===== src/rtl/lm_sm_sequencer_if.sv =====
// Bus between the memory-access stage and the LM/SM sequencer.
// The stage drives the instruction and base address; the sequencer drives
// the stall, the port-override controls and the transfer bookkeeping.
interface lm_sm_sequencer_if #(
    parameter int ADDR_W = 16
);
    logic              start;
    logic [15:0]       ir;
    logic [ADDR_W-1:0] base_addr;
    logic              stall;
    logic              active;
    logic [2:0]        reg_index;
    logic [ADDR_W-1:0] mem_addr;
    logic              mem_we;
    logic              rf_we;
    logic [3:0]        xfer_count;
    logic              done;

    modport master (
        output start, ir, base_addr,
        input  stall, active, reg_index, mem_addr, mem_we, rf_we, xfer_count, done
    );

    modport slave (
        input  start, ir, base_addr,
        output stall, active, reg_index, mem_addr, mem_we, rf_we, xfer_count, done
    );
endinterface


===== src/rtl/lm_sm_sequencer.sv =====
// LM/SM sequencer: walks the register mask of a load/store-multiple
// instruction one set bit per cycle, lowest register first, producing the
// register index, consecutive memory addresses and the matching write enable.
module lm_sm_sequencer #(
    parameter int          ADDR_W = 16,
    parameter logic [3:0]  OP_LM  = 4'b0110,
    parameter logic [3:0]  OP_SM  = 4'b0111
) (
    input  logic clk,
    input  logic reset,
    lm_sm_sequencer_if.slave bus
);
    typedef enum logic [1:0] {
        IDLE   = 2'd0,
        RUN    = 2'd1,
        FINISH = 2'd2
    } state_t;

    state_t            state_q, state_d;
    logic [7:0]        mask_q, mask_d;
    logic [ADDR_W-1:0] addr_q, addr_d;
    logic [3:0]        count_q, count_d;
    logic              is_sm_q, is_sm_d;

    logic [3:0]        op;
    logic              op_ok;
    logic              accept;
    logic [2:0]        low_idx;
    logic [7:0]        mask_rest;

    // State and datapath registers; reset abandons any transfer in flight.
    always_ff @(posedge clk) begin
        if (reset) begin
            state_q <= IDLE;
            mask_q  <= 8'd0;
            addr_q  <= '0;
            count_q <= 4'd0;
            is_sm_q <= 1'b0;
        end else begin
            state_q <= state_d;
            mask_q  <= mask_d;
            addr_q  <= addr_d;
            count_q <= count_d;
            is_sm_q <= is_sm_d;
        end
    end

    // Next-state, datapath update and outputs; accept is only possible outside RUN.
    always_comb begin
        state_d = state_q;
        mask_d  = mask_q;
        addr_d  = addr_q;
        count_d = count_q;
        is_sm_d = is_sm_q;

        bus.stall      = 1'b0;
        bus.active     = 1'b0;
        bus.reg_index  = 3'd0;
        bus.mem_addr   = '0;
        bus.mem_we     = 1'b0;
        bus.rf_we      = 1'b0;
        bus.done       = 1'b0;
        bus.xfer_count = count_q;

        op     = bus.ir[15:12];
        op_ok  = (op == OP_LM) || (op == OP_SM);
        accept = (state_q != RUN) && bus.start && op_ok;

        low_idx = 3'd0;
        for (int i = 7; i >= 0; i--) begin
            if (mask_q[i]) begin
                low_idx = 3'(i);
            end
        end
        mask_rest = mask_q & (mask_q - 8'd1);

        case (state_q)
            RUN: begin
                bus.stall     = 1'b1;
                bus.active    = 1'b1;
                bus.reg_index = low_idx;
                bus.mem_addr  = addr_q;
                bus.mem_we    = is_sm_q;
                bus.rf_we     = ~is_sm_q;
                mask_d        = mask_rest;
                addr_d        = addr_q + ADDR_W'(1);
                count_d       = count_q + 4'd1;
                if (mask_rest == 8'd0) begin
                    state_d = FINISH;
                end
            end
            IDLE, FINISH: begin
                bus.done = (state_q == FINISH);
                state_d  = IDLE;
                if (accept) begin
                    is_sm_d   = (op == OP_SM);
                    mask_d    = bus.ir[7:0];
                    addr_d    = bus.base_addr;
                    count_d   = 4'd0;
                    bus.stall = |bus.ir[7:0];
                    state_d   = (|bus.ir[7:0]) ? RUN : FINISH;
                end
            end
            default: begin
                state_d = IDLE;
            end
        endcase
    end
endmodule

===== src/flat_wrapper.sv =====
// flat-port wrapper written by rule: the top's interface ports become plain ports
module lm_sm_sequencer_flat 
#(
    parameter int          ADDR_W = 16,
    parameter logic [3:0]  OP_LM  = 4'b0110,
    parameter logic [3:0]  OP_SM  = 4'b0111
)
  (clk, reset, bus_start, bus_ir, bus_base_addr, bus_stall, bus_active, bus_reg_index, bus_mem_addr, bus_mem_we, bus_rf_we, bus_xfer_count, bus_done);
  lm_sm_sequencer_if #(.ADDR_W(ADDR_W)) bus_i ();
  input  logic clk;
  input  logic reset;
  input wire logic [$bits(bus_i.start)-1:0] bus_start;
  input wire logic [$bits(bus_i.ir)-1:0] bus_ir;
  input wire logic [$bits(bus_i.base_addr)-1:0] bus_base_addr;
  output wire logic [$bits(bus_i.stall)-1:0] bus_stall;
  output wire logic [$bits(bus_i.active)-1:0] bus_active;
  output wire logic [$bits(bus_i.reg_index)-1:0] bus_reg_index;
  output wire logic [$bits(bus_i.mem_addr)-1:0] bus_mem_addr;
  output wire logic [$bits(bus_i.mem_we)-1:0] bus_mem_we;
  output wire logic [$bits(bus_i.rf_we)-1:0] bus_rf_we;
  output wire logic [$bits(bus_i.xfer_count)-1:0] bus_xfer_count;
  output wire logic [$bits(bus_i.done)-1:0] bus_done;
  assign bus_i.start = bus_start;
  assign bus_i.ir = bus_ir;
  assign bus_i.base_addr = bus_base_addr;
  assign bus_stall = bus_i.stall;
  assign bus_active = bus_i.active;
  assign bus_reg_index = bus_i.reg_index;
  assign bus_mem_addr = bus_i.mem_addr;
  assign bus_mem_we = bus_i.mem_we;
  assign bus_rf_we = bus_i.rf_we;
  assign bus_xfer_count = bus_i.xfer_count;
  assign bus_done = bus_i.done;
  lm_sm_sequencer #(.ADDR_W(ADDR_W), .OP_LM(OP_LM), .OP_SM(OP_SM)) u_core (.clk(clk), .reset(reset), .bus(bus_i));
endmodule

===== config.mk =====
export PLATFORM = sky130hd
export DESIGN_NAME = lm_sm_sequencer_flat
export DESIGN_NICKNAME = d
export VERILOG_FILES = /design/src/rtl/lm_sm_sequencer_if.sv /design/src/rtl/lm_sm_sequencer.sv /design/src/flat_wrapper.sv
export SDC_FILE = /design/constraint.sdc
export NUM_CORES = 1
export LEC_CHECK = 0
export CAP_MARGIN = 20
export CORE_MARGIN = 1
export CORE_UTILIZATION = 47
export CTS_CLUSTER_SIZE = 30
export DETAILED_ROUTE_END_ITERATION = 8
export HOLD_SLACK_MARGIN = 0.08
export PLACE_DENSITY_LB_ADDON = 0.08
export SLEW_MARGIN = 0
export SYNTH_ARGS = -nofsm -noshare
export SYNTH_HDL_FRONTEND = slang
export SYNTH_SLANG_ARGS = --single-unit

===== constraint.sdc =====
create_clock -name clk -period 2.1 [get_ports clk]
set_input_delay 0.315 -clock clk [delete_from_list [all_inputs] [get_ports clk]]
set_output_delay 0.315 -clock clk [all_outputs]
set_load 0.02 [all_outputs]

Run 1, clock routing:
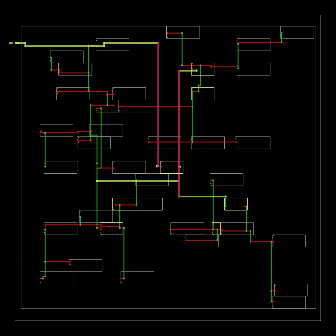
CTS buffer count: 5
Late-Pin Clk Latency: 0.29 ns
Seq cells: 31
clkbuf count: 6
Clock Skew: 0.00661 ns

Run 1, placed cells, one color a class:
Bar = 20 µm. Fill, decap, tap and diode cells in gray.
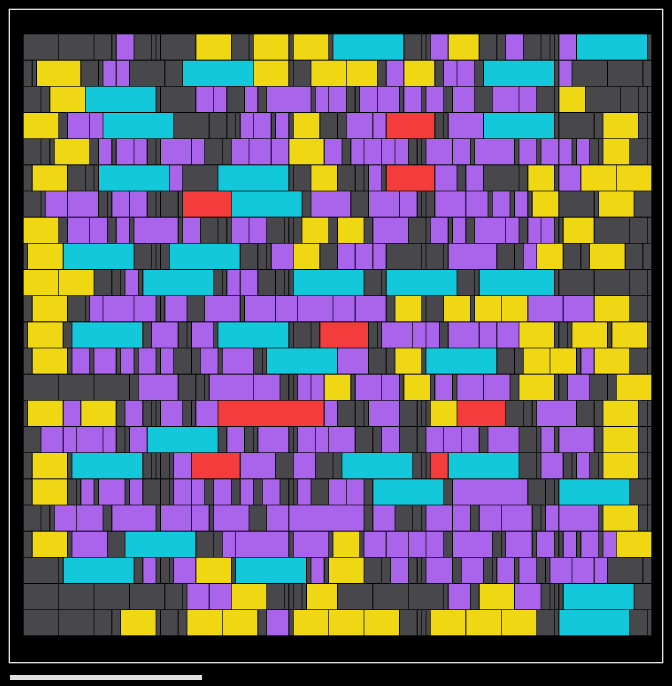
- remaining buffers and delay cells: yellow (cells 79; share of their area 26%)
- clock drivers and dummy loads: red (cells 8; share of their area 4.2%)
- remaining logic cells: purple (cells 216; share of their area 47%)
- registers: cyan (cells 31; share of their area 22%)
FP Rows: 23
post-layout util: 0.702
fin area: 2870 µm²
Core Area: 4090 µm²
sequential share of cell area: 0.217

Run 1, gate families picked out:
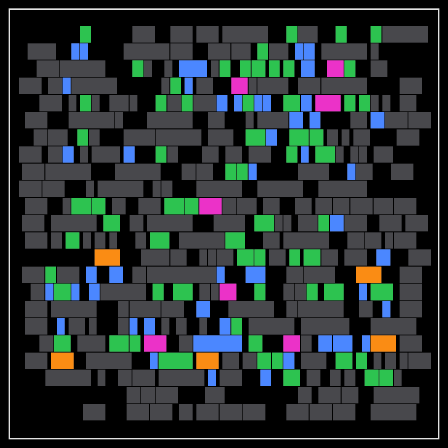
- nor cells: blue (cells 46; most used nor2_1; where spread over the die)
- aoi and oai cells: green (cells 64; most used a21oi_1; where spread over the die)
- non-inverting ao/oa cells: magenta (cells 7; most used o21a_1)
- mux cells: orange (cells 5; most used mux2_2)

==> flow_metrics.tcl, run 1 <==
# collected from the flow reports
set metrics [dict create \
    die_w_um 67.8 \
    grt_max_degree 23 \
    globalplace.congestion 0.913 \
    switching_share 0.237 \
    ctsHoldBuffers 0 \
    period_needed_ns 2.01 \
    top_logic_kind "simple AND/OR/NAND/NOR gates" \
    wl_per_cell_um 15.0 \
    largest_class "multi-input combinational cells" \
    ys.flops 31 \
    fin_hold_ws_ns 0.472 \
    buf_share 0.256 \
    drive_above_1_share 0.144 \
    drt.antenna.violating_nets 0 \
    antenna_found_initial 0 \
    antenna_cells 0 \
    r2r-start "u_core.addr_q[0]$_SDFFE_PP0P_" \
    comb_cells 207 \
    fin_cells 384 \
    nNetsFinal 370 \
    ys_sh_simple 0.345 \
    outcome "finished clean" \
    area_delta_synth_final_pct 41.1 \
    top_area_frac 0.305 \
    tool_warnings 30 \
    synth_area_um2 2030 \
    ys_seq_share 0.305 \
    sh_comb_area 0.451 \
    clock-sinks 31 \
    syn_inst 265 \
    crit_path_end_kind "output pin" \
    drt_wl_total_um 5780 \
    slew_viol_final 0 \
    post-route-period-util 0.955 \
    yosysTopAreaCell "dfxtp_1" \
    postCtsSetupBuffers 0 \
    worstSetupPathType "reg -> out" \
    wl_met2_um 2590 \
    synthDistinctLibCells 64 \
    final.setup.tns_ns 0 \
    edf_count 0 \
    die_area_um2 4590 \
    clockPowerShare 0.438 \
    tritoncts "yes" \
    clkCellAreaFrac 0.0410 \
    grt_pass1_wl_um 9110 \
    ys_cells 265 \
    ys_sh_aoi 0.231 \
    layout_top_cells "52 x clkdlybuf4s50_1, 30 x dfxtp_1, 28 x nand2_1, 23 x a21oi_1" \
    powerClk_uw 623 \
    grt_pass1_vias 1895 \
    ir_worst_vdd_mv 0.350 \
    place_ws_ns -0.134 \
    dp.cells 376 \
    topRoutingLayerUsed "met4" \
    dr.pass1.iters 4 \
    num_vias 2244 \
    p_switching_uw 338 \
    fp_nets 302 \
    cts_htree_levels 2 \
    hold_violations 0 \
    largestPowerGroup "the clock network" \
]
==> run 1: layer usage <==
metal / vias up / GRT usage
met3: 8 / 0.0591
met1: 1040 / 0.364
met4: 0 / 0.0781
li1: 1119 / -
met5: - / 0
met2: 77 / 0.422
==> run 1: path summary, 6_finish.rpt <==
check	end	cells after the start	slack, ns
setup / recovery	bus_mem_addr[8]	4	0.09
hold / removal	u_core.is_sm_q$_SDFFE_PP0P_	2	0.47
setup reg to reg	u_core.addr_q[12]$_SDFFE_PP0P_	5	0.41
hold reg to reg	u_core.is_sm_q$_SDFFE_PP0P_	2	0.47
==> run 1: critical path, cell delays in order, from the launching register on <==
cell,delay (ns)
dfxtp_2,0.41
nand2b_4,0.08
buf_4,0.20
nor2_1,0.11
clkdlybuf4s50_1,0.60
==> inputs of run 2 (changes only) <==
--- a/config.mk
+++ b/config.mk
@@ -8,7 +8,6 @@
 export CAP_MARGIN = 20
 export CORE_MARGIN = 1
 export CORE_UTILIZATION = 47
-export CTS_CLUSTER_SIZE = 30
 export DETAILED_ROUTE_END_ITERATION = 8
 export HOLD_SLACK_MARGIN = 0.08
 export PLACE_DENSITY_LB_ADDON = 0.08
Run 2, placed cells, one color a class:
Bar = 20 µm. Fill, decap, tap and diode cells in gray.
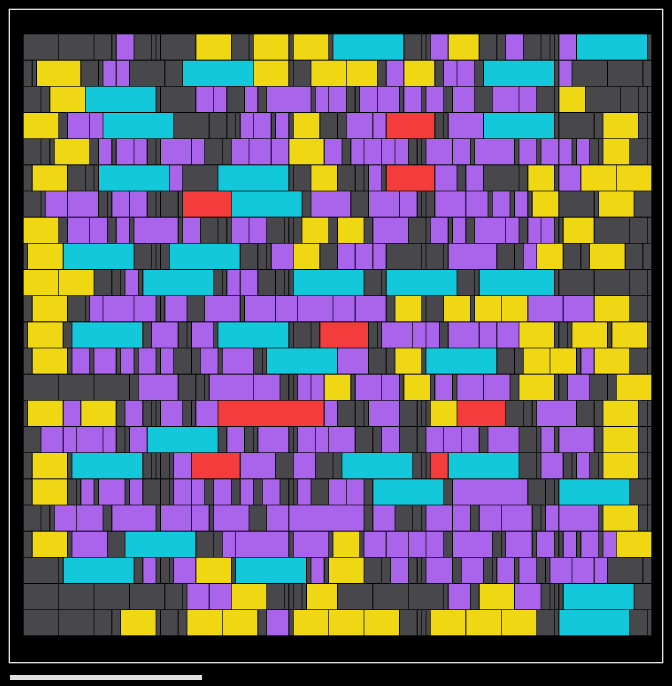
- clock drivers and dummy loads: red (cells 8; share of their area 4.2%)
- remaining logic cells: purple (cells 216; share of their area 47%)
- registers: cyan (cells 31; share of their area 22%)
- remaining buffers and delay cells: yellow (cells 79; share of their area 26%)

==> flow_metrics.tcl, run 2 <==
# collected from the flow reports
set metrics [dict create \
    insertion_delay_ns 0.29 \
    nNetsFinal 370 \
    synthDistinctLibCells 64 \
    fin_skew_ns 0.00661 \
    die_area_um2 4590 \
    grt_pass1_vias 1895 \
    crit_path_end_kind "output pin" \
    wl_met2_um 2590 \
    drt_wl_total_um 5780 \
    ctsHoldBuffers 0 \
    wl_per_cell_um 15.0 \
    clock-sinks 31 \
    topRoutingLayerUsed "met4" \
    rr_endpoint "u_core.addr_q[12]$_SDFFE_PP0P_" \
    crit_end "bus_mem_addr[8]" \
    ys.flops 31 \
    seq-cell-share 0.217 \
    gr-usage-met1 0.364 \
    coreArea_um2 4090 \
    comb_cells 207 \
    finish.instance_area_um2 2870 \
    outcome "finished clean" \
    slew_viol_final 0 \
    num_vias 2244 \
    use_met2 0.422 \
    drt.antenna.violating_nets 0 \
    std_cell_rows 23 \
    postCtsSetupBuffers 0 \
    yosysChipArea_um2 2030 \
    worstSetupPathType "reg -> out" \
    layout_top_cells "52 x clkdlybuf4s50_1, 30 x dfxtp_1, 28 x nand2_1, 23 x a21oi_1" \
    cp_num_buf_inv 2 \
    syn_inst 265 \
    area_delta_synth_final_pct 41.1 \
    yosysTopAreaCell "dfxtp_1" \
    antenna_found_initial 0 \
    cp_cell_sequence "nand2b_4 -> buf_4 -> nor2_1 -> clkdlybuf4s50_1" \
    grt_busiest_layer "met2" \
    area.sequential_um2 622 \
    globalplace.congestion 0.913 \
    holdPathStages 2 \
    crit_arrival_ns 1.69 \
    grt_pass1_wl_um 9110 \
    slowest_stage "clkdlybuf4s50_1" \
    buf_share 0.256 \
    fin_cells 384 \
    fp_nets 302 \
    path_depth 4 \
    hold_violations 0 \
    drive_above_1_share 0.144 \
    fin_hold_ws_ns 0.472 \
    top_area_frac 0.305 \
    nClkBuffers 6 \
    cts_htree_levels 2 \
    ys_cells 265 \
    tool_warnings 30 \
    drc 0 \
    post-route-period-util 0.955 \
    critPathTopFamily "buffers and inverters" \
    final.setup.tns_ns 0 \
    grt_max_degree 23 \
    synth_area_um2 2030 \
    sh_comb_area 0.451 \
    fin_util 0.702 \
    dr.pass1.iters 4 \
    grt_util_met3 0.0591 \
    seq_cell_count 31 \
    period_needed_ns 2.01 \
    edf_count 0 \
    clkCellAreaFrac 0.0410 \
    r2r-start "u_core.addr_q[0]$_SDFFE_PP0P_" \
    tritoncts "yes" \
    cts_buffers 5 \
]
Run 2, supply network:
Pins as bars on the die edge.
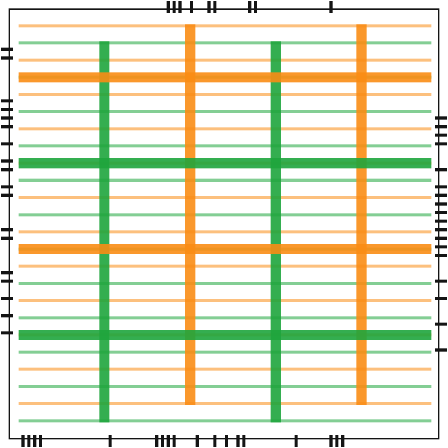
- VDD: orange
- VSS: green
- rows: 23
- met4 straps: 4
- met1 rails: 24
- signal pins: 63
- met5 straps: 4
worst vdd ir: 0.350 mV
die width: 67.8 µm
Chip Height: 67.8 µm

[run 2: report_power, final]
part	total [mW]	switching, mW	internal [mW]
sequential	0.622	0.0201	0.602
clock	0.623	0.240	0.384
combinational	0.178	0.0782	0.0998
[run 2: cells by family (layout without fill, tap and decap cells)]
| logic type | Yosys count | count (layout) | share of synthesized area |
|---|---|---|---|
| xor gates and xnor gates | 2 | 2 | 0.00862 |
| DFF | 31 | 31 | 0.305 |
| muxes | 5 | 5 | 0.0265 |
| adders and majority gates | 4 | 4 | 0.0222 |
| buffers and inverters | 27 | 96 | 0.0615 |
| and+or+nand+nor | 125 | 125 | 0.345 |
| AOI/OAI and AO/OA | 71 | 71 | 0.231 |
